### src/rtl/tlp_requester.sv
// tlp_requester: turns single-DW memory read/write commands into 3DW PCIe TLPs
// on a 64-bit TX stream, and parses the 64-bit RX stream for read completions
// (CplD) and inbound memory writes (counted). Only one read is outstanding.
module tlp_requester #(
    parameter int TIMEOUT_CYCLES = 1024
) (
    input  logic        pcieClk_in,
    input  logic        pcieRstN_in,
    input  logic [15:0] cfgReqID_in,
    input  logic [31:0] cmdAddr_in,
    input  logic [31:0] cmdWrData_in,
    input  logic        cmdWrite_in,
    input  logic        cmdValid_in,
    output logic        cmdReady_out,
    output logic [31:0] rspData_out,
    output logic        rspError_out,
    output logic        rspValid_out,
    input  logic        rspReady_in,
    output logic [63:0] txData_out,
    output logic        txValid_out,
    input  logic        txReady_in,
    output logic        txSOP_out,
    output logic        txEOP_out,
    input  logic [63:0] rxData_in,
    input  logic        rxValid_in,
    output logic        rxReady_out,
    input  logic        rxSOP_in,
    input  logic        rxEOP_in,
    output logic [15:0] mwrCount_out
);

    localparam int CNT_W = (TIMEOUT_CYCLES > 1) ? $clog2(TIMEOUT_CYCLES) : 1;
    localparam logic [CNT_W-1:0] CNT_LAST = CNT_W'(TIMEOUT_CYCLES - 1);

    typedef enum logic [2:0] {S_IDLE, S_HDR, S_QW1, S_WAIT_CPL, S_RSP} tx_state_e;
    typedef enum logic [1:0] {R_IDLE, R_CPL1, R_DRAIN} rx_state_e;

    tx_state_e        tx_state_q, tx_state_d;
    rx_state_e        rx_state_q, rx_state_d;
    logic             live_q, live_d;
    logic [29:0]      addr_q, addr_d;
    logic [31:0]      wdata_q, wdata_d;
    logic             write_q, write_d;
    logic [7:0]       tag_q, tag_d;
    logic [CNT_W-1:0] cnt_q, cnt_d;
    logic [2:0]       status_q, status_d;
    logic [15:0]      mwr_cnt_q, mwr_cnt_d;
    logic [31:0]      rsp_data_q, rsp_data_d;
    logic             rsp_err_q, rsp_err_d;

    logic             rx_beat;
    logic [1:0]       rx_fmt;
    logic [4:0]       rx_type;
    logic [7:0]       out_tag;
    logic             cpl_match;
    logic [63:0]      qw0;
    logic [63:0]      qw1;

    // live_q rises on the first edge after reset so both ready outputs stay low in reset
    assign live_d       = 1'b1;
    assign rxReady_out  = live_q;
    assign rx_beat      = rxValid_in & live_q;
    assign rx_fmt       = rxData_in[30:29];
    assign rx_type      = rxData_in[28:24];
    // the tag is bumped when the read QW1 is accepted, so the outstanding one is one behind
    assign out_tag      = tag_q - 8'd1;
    assign mwrCount_out = mwr_cnt_q;
    assign rspData_out  = rsp_data_q;
    assign rspError_out = rsp_err_q;

    assign qw0 = {cfgReqID_in, tag_q, 4'h0, 4'hF,
                  1'b0, (write_q ? 2'b10 : 2'b00), 5'h00, 14'h0000, 10'd1};
    assign qw1 = {(write_q ? wdata_q : 32'h0000_0000), addr_q, 2'b00};

    // state and datapath registers
    always_ff @(posedge pcieClk_in or negedge pcieRstN_in) begin
        if (!pcieRstN_in) begin
            tx_state_q <= S_IDLE;
            rx_state_q <= R_IDLE;
            live_q     <= 1'b0;
            addr_q     <= '0;
            wdata_q    <= '0;
            write_q    <= 1'b0;
            tag_q      <= '0;
            cnt_q      <= '0;
            status_q   <= '0;
            mwr_cnt_q  <= '0;
            rsp_data_q <= '0;
            rsp_err_q  <= 1'b0;
        end else begin
            tx_state_q <= tx_state_d;
            rx_state_q <= rx_state_d;
            live_q     <= live_d;
            addr_q     <= addr_d;
            wdata_q    <= wdata_d;
            write_q    <= write_d;
            tag_q      <= tag_d;
            cnt_q      <= cnt_d;
            status_q   <= status_d;
            mwr_cnt_q  <= mwr_cnt_d;
            rsp_data_q <= rsp_data_d;
            rsp_err_q  <= rsp_err_d;
        end
    end

    // RX parser: classify each TLP on its SOP beat, check CplD tag on the second beat
    always_comb begin
        rx_state_d = rx_state_q;
        status_d   = status_q;
        mwr_cnt_d  = mwr_cnt_q;
        cpl_match  = 1'b0;
        case (rx_state_q)
            R_IDLE: begin
                if (rx_beat && rxSOP_in) begin
                    if (rx_fmt == 2'b10 && rx_type == 5'h0A) begin
                        status_d = rxData_in[47:45];
                        if (!rxEOP_in) rx_state_d = R_CPL1;
                    end else begin
                        if (rx_fmt[1] && rx_type == 5'h00) mwr_cnt_d = mwr_cnt_q + 16'd1;
                        if (!rxEOP_in) rx_state_d = R_DRAIN;
                    end
                end
            end
            R_CPL1: begin
                if (rx_beat) begin
                    cpl_match  = (tx_state_q == S_WAIT_CPL) && (rxData_in[15:8] == out_tag);
                    rx_state_d = rxEOP_in ? R_IDLE : R_DRAIN;
                end
            end
            R_DRAIN: begin
                if (rx_beat && rxEOP_in) rx_state_d = R_IDLE;
            end
            default: rx_state_d = R_IDLE;
        endcase
    end

    // TX / command FSM: two-beat header emission, completion wait with timeout, response
    always_comb begin
        tx_state_d   = tx_state_q;
        addr_d       = addr_q;
        wdata_d      = wdata_q;
        write_d      = write_q;
        tag_d        = tag_q;
        cnt_d        = cnt_q;
        rsp_data_d   = rsp_data_q;
        rsp_err_d    = rsp_err_q;
        cmdReady_out = 1'b0;
        txValid_out  = 1'b0;
        txSOP_out    = 1'b0;
        txEOP_out    = 1'b0;
        txData_out   = 64'h0;
        rspValid_out = 1'b0;
        case (tx_state_q)
            S_IDLE: begin
                cmdReady_out = live_q;
                if (live_q && cmdValid_in) begin
                    addr_d     = cmdAddr_in[31:2];
                    wdata_d    = cmdWrData_in;
                    write_d    = cmdWrite_in;
                    tx_state_d = S_HDR;
                end
            end
            S_HDR: begin
                txValid_out = 1'b1;
                txSOP_out   = 1'b1;
                txData_out  = qw0;
                if (txReady_in) tx_state_d = S_QW1;
            end
            S_QW1: begin
                txValid_out = 1'b1;
                txEOP_out   = 1'b1;
                txData_out  = qw1;
                if (txReady_in) begin
                    if (write_q) begin
                        tx_state_d = S_IDLE;
                    end else begin
                        tx_state_d = S_WAIT_CPL;
                        cnt_d      = '0;
                        tag_d      = tag_q + 8'd1;
                    end
                end
            end
            S_WAIT_CPL: begin
                // a completion arriving on the timeout cycle takes priority
                if (cpl_match) begin
                    rsp_data_d = rxData_in[63:32];
                    rsp_err_d  = (status_q != 3'd0);
                    tx_state_d = S_RSP;
                end else if (cnt_q == CNT_LAST) begin
                    rsp_data_d = 32'hFFFF_FFFF;
                    rsp_err_d  = 1'b1;
                    tx_state_d = S_RSP;
                end else begin
                    cnt_d = cnt_q + 1'b1;
                end
            end
            S_RSP: begin
                rspValid_out = 1'b1;
                if (rspReady_in) tx_state_d = S_IDLE;
            end
            default: tx_state_d = S_IDLE;
        endcase
    end

endmodule

### config.mk
export PLATFORM = sky130hd
export DESIGN_NAME = tlp_requester
export DESIGN_NICKNAME = d
export VERILOG_FILES = /design/src/rtl/tlp_requester.sv
export SDC_FILE = /design/constraint.sdc
export NUM_CORES = 1
export LEC_CHECK = 0
export ABC_AREA = 0
export CAP_MARGIN = 30
export CELL_PAD_IN_SITES_DETAIL_PLACEMENT = 0
export CELL_PAD_IN_SITES_GLOBAL_PLACEMENT = 1
export CORE_MARGIN = 3
export CORE_UTILIZATION = 34
export CTS_BUF_LIST = sky130_fd_sc_hd__clkbuf_4 sky130_fd_sc_hd__clkbuf_8
export DETAILED_ROUTE_END_ITERATION = 6
export PLACE_DENSITY = 0.85
export SYNTH_ARGS = -nofsm -noshare
export SYNTH_HDL_FRONTEND = slang
export SYNTH_SLANG_ARGS = --single-unit
### constraint.sdc
create_clock -name pcieClk_in -period 2.8 [get_ports pcieClk_in]
set_input_delay 0.28 -clock pcieClk_in [delete_from_list [all_inputs] [get_ports pcieClk_in]]
set_output_delay 0.28 -clock pcieClk_in [all_outputs]
set_load 0.005 [all_outputs]
Fig. 1: M3 wires
(2 px per um) Cells faint in the background.
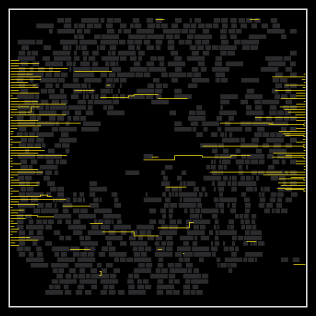
The longest straight run is 50.6 um. The layer carries 1380 um of wire. The layer holds 7.2% of the routed length.
Via Count: 5577
WL final: 19.1 mm
met3 usage: 0.0644

Fig. 2: clock network drawn from the DEF
(3 px per um)
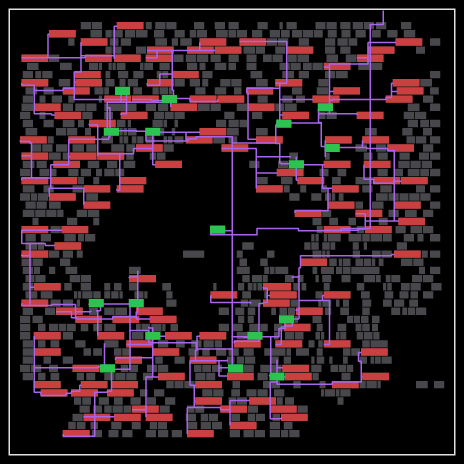
Key: purple = clock wires [length 1940 um]; red = flip-flops [count 139]; green = clock drivers [count 17]
There are 18 routed clock nets. Position of the flops: widely spread.

==> run notes <==
run results: unrepaired setup endpoints after global routing=false, pwr/cell area=720 nW/um^2, Setup Buffers After CTS=0, Sw Ratio=0.326, Root Driver=clkbuf_8, area grow syn2layout=47.4%, first-pass iteration count of the detailed router=4, CP required=2.52 ns, critical path class=flip-flop to output pin, slew margin rel.=0.418, Sum Neg Setup Slack=0 ns, Combinational Gates=392, placed instance area=9710 sq um, Top Consumer=sequential cells, Worst Setup Slack post-DPL=0.165 ns, Core Util, Final=0.514, CTS tree=done, Yosys Chip Area=6860 sq um, status=finished clean, Synth Warn #=0, DR WL met3=1.38 mm, Cells after DPL=1080, FP Core Util=0.349, # Taps=265, Tool Warnings=46, Max Cap Violations=0, fmax=386 MHz, Die Size=21900 sq um, Main synth FF type=dfrtp_1, first-pass GRT wire length=30.5 mm, Total Routing Usage GR=0.175, Worst VDD drop=0.362 mV, WP data arrival=2.31 ns, Synth Area per Inst=11.8 sq um, combinational share of cell area=0.309, die width=148 um, Clock transition at path regs=0.09 ns, leak pwr=4.56 nW, Final Max Tran Viols=0, Comb group=0.00281 W, sequential group power=0.00285 W, P_int=0.00491 W, Fillers=1828, Non-CTS buffers=277, Min Hold Slack=0.357 ns, ys async rst share=1.00, Critical Path Sink Type=output pin, gr ovfl total=0, syn nets=739, layout cells sized above 1=0.171, Basic Gates by Area=0.121, Adder Area Share=0.00730, Distinct cells, synth=56, Power Total=0.00728 W, Metal-1 WL=7.98 mm, post-route setup slack=0.210 ns, vias per cell=5.01, Data buffer area share=0.272, vias in the first global route=5701
Fig. 3: clock wiring as the flow saved it
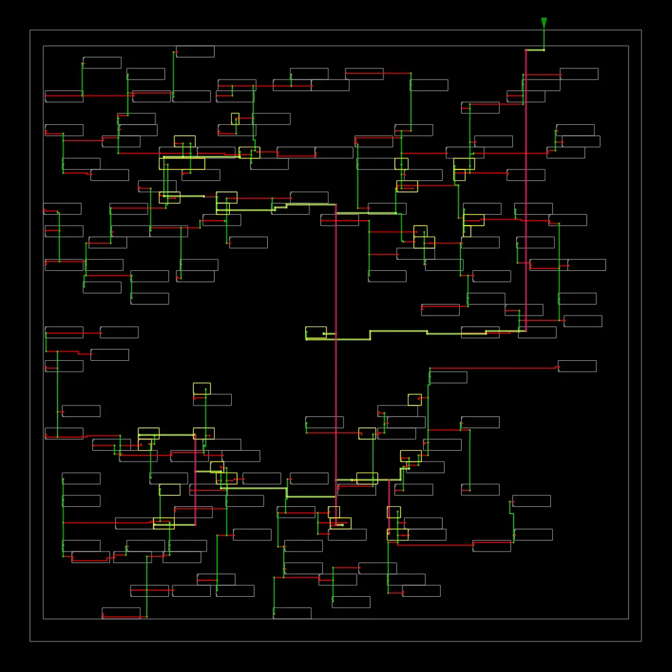
tally of clock buffers in the finished layout: 18
CTS Sinks: 139
P_clk: 0.00161 W

Fig. 4: port wiring
(3 px per um)
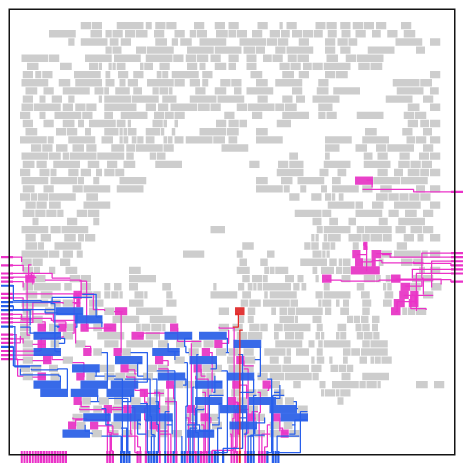
Key: red = `cmdReady_out` [direction output, edge bottom, end cells 1, buffers 1, wire 49.1 um]; magenta = `rxData_in` [direction input, edge 40 bottom, 16 left, 8 right, end cells 54, buffers 47, wire 1330 um]; blue = `rspData_out` [direction output, edge 26 bottom, 6 left, end cells 32, buffers 32, wire 999 um]
port buffer count: 251
Ports: 272

## Yosys cell counts (9+ instances only)
cell / n / area, sq um
dfrtp_1: 139 / 3480
and2_1: 35 / 219
o21a_1: 34 / 255
nor2_1: 17 / 63.8
nand3_1: 9 / 45.0
nand4_1: 12 / 75.1
clkbuf_1: 23 / 86.3
mux2_2: 67 / 754
and3_1: 9 / 56.3
a22o_1: 25 / 219
a211o_1: 32 / 280
nand2_1: 21 / 78.8
xnor2_1: 22 / 193
## final timing paths
| kind | startpoint | endpoint | slack (ns) | depth (start not counted) |
|---|---|---|---|---|
| setup / recovery | tx_state_q[0] | txData_out[15] | 0.21 | 5 |
| hold / removal | pcieRstN_in | wdata_q[4] | 0.36 | 2 |
| setup reg to reg | tag_q[0] | rspData_out[24] | 0.29 | 9 |
| hold reg to reg | mwrCount_out[15] | mwrCount_out[15] | 0.49 | 1 |
| max in group asynchronous | pcieRstN_in | addr_q[28] | 1.69 | 3 |
| min in group pcieClk_in | rxData_in[51] | rspData_out[19] | 0.42 | 2 |
## worst max-delay path, cell delays in order, from the launching register on
cell	delay, ns
dfrtp_1	0.38
buf_4	0.17
nor3b_2	0.19
buf_4	0.35
and2_1	0.20
clkdlybuf4s50_1	0.52
## layout by cell type, fill, tap and decap left out, types with 8 or more instances in the layout
master / Yosys / final
inv_1: 8 / 8
dfrtp_1: 139 / 138
xor2_1: 8 / 8
xnor2_1: 22 / 22
and3_1: 9 / 9
clkdlybuf4s50_1: 0 / 250
clkbuf_8: 0 / 18
nor2_1: 17 / 17
a211o_1: 32 / 32
buf_4: 6 / 21
o21a_1: 34 / 34
nand3_1: 9 / 9
nand4_1: 12 / 12
mux2_2: 67 / 67
and2_1: 35 / 35
a22o_1: 25 / 25
nand2_1: 21 / 20
Power and IR drop assume default switching activity.
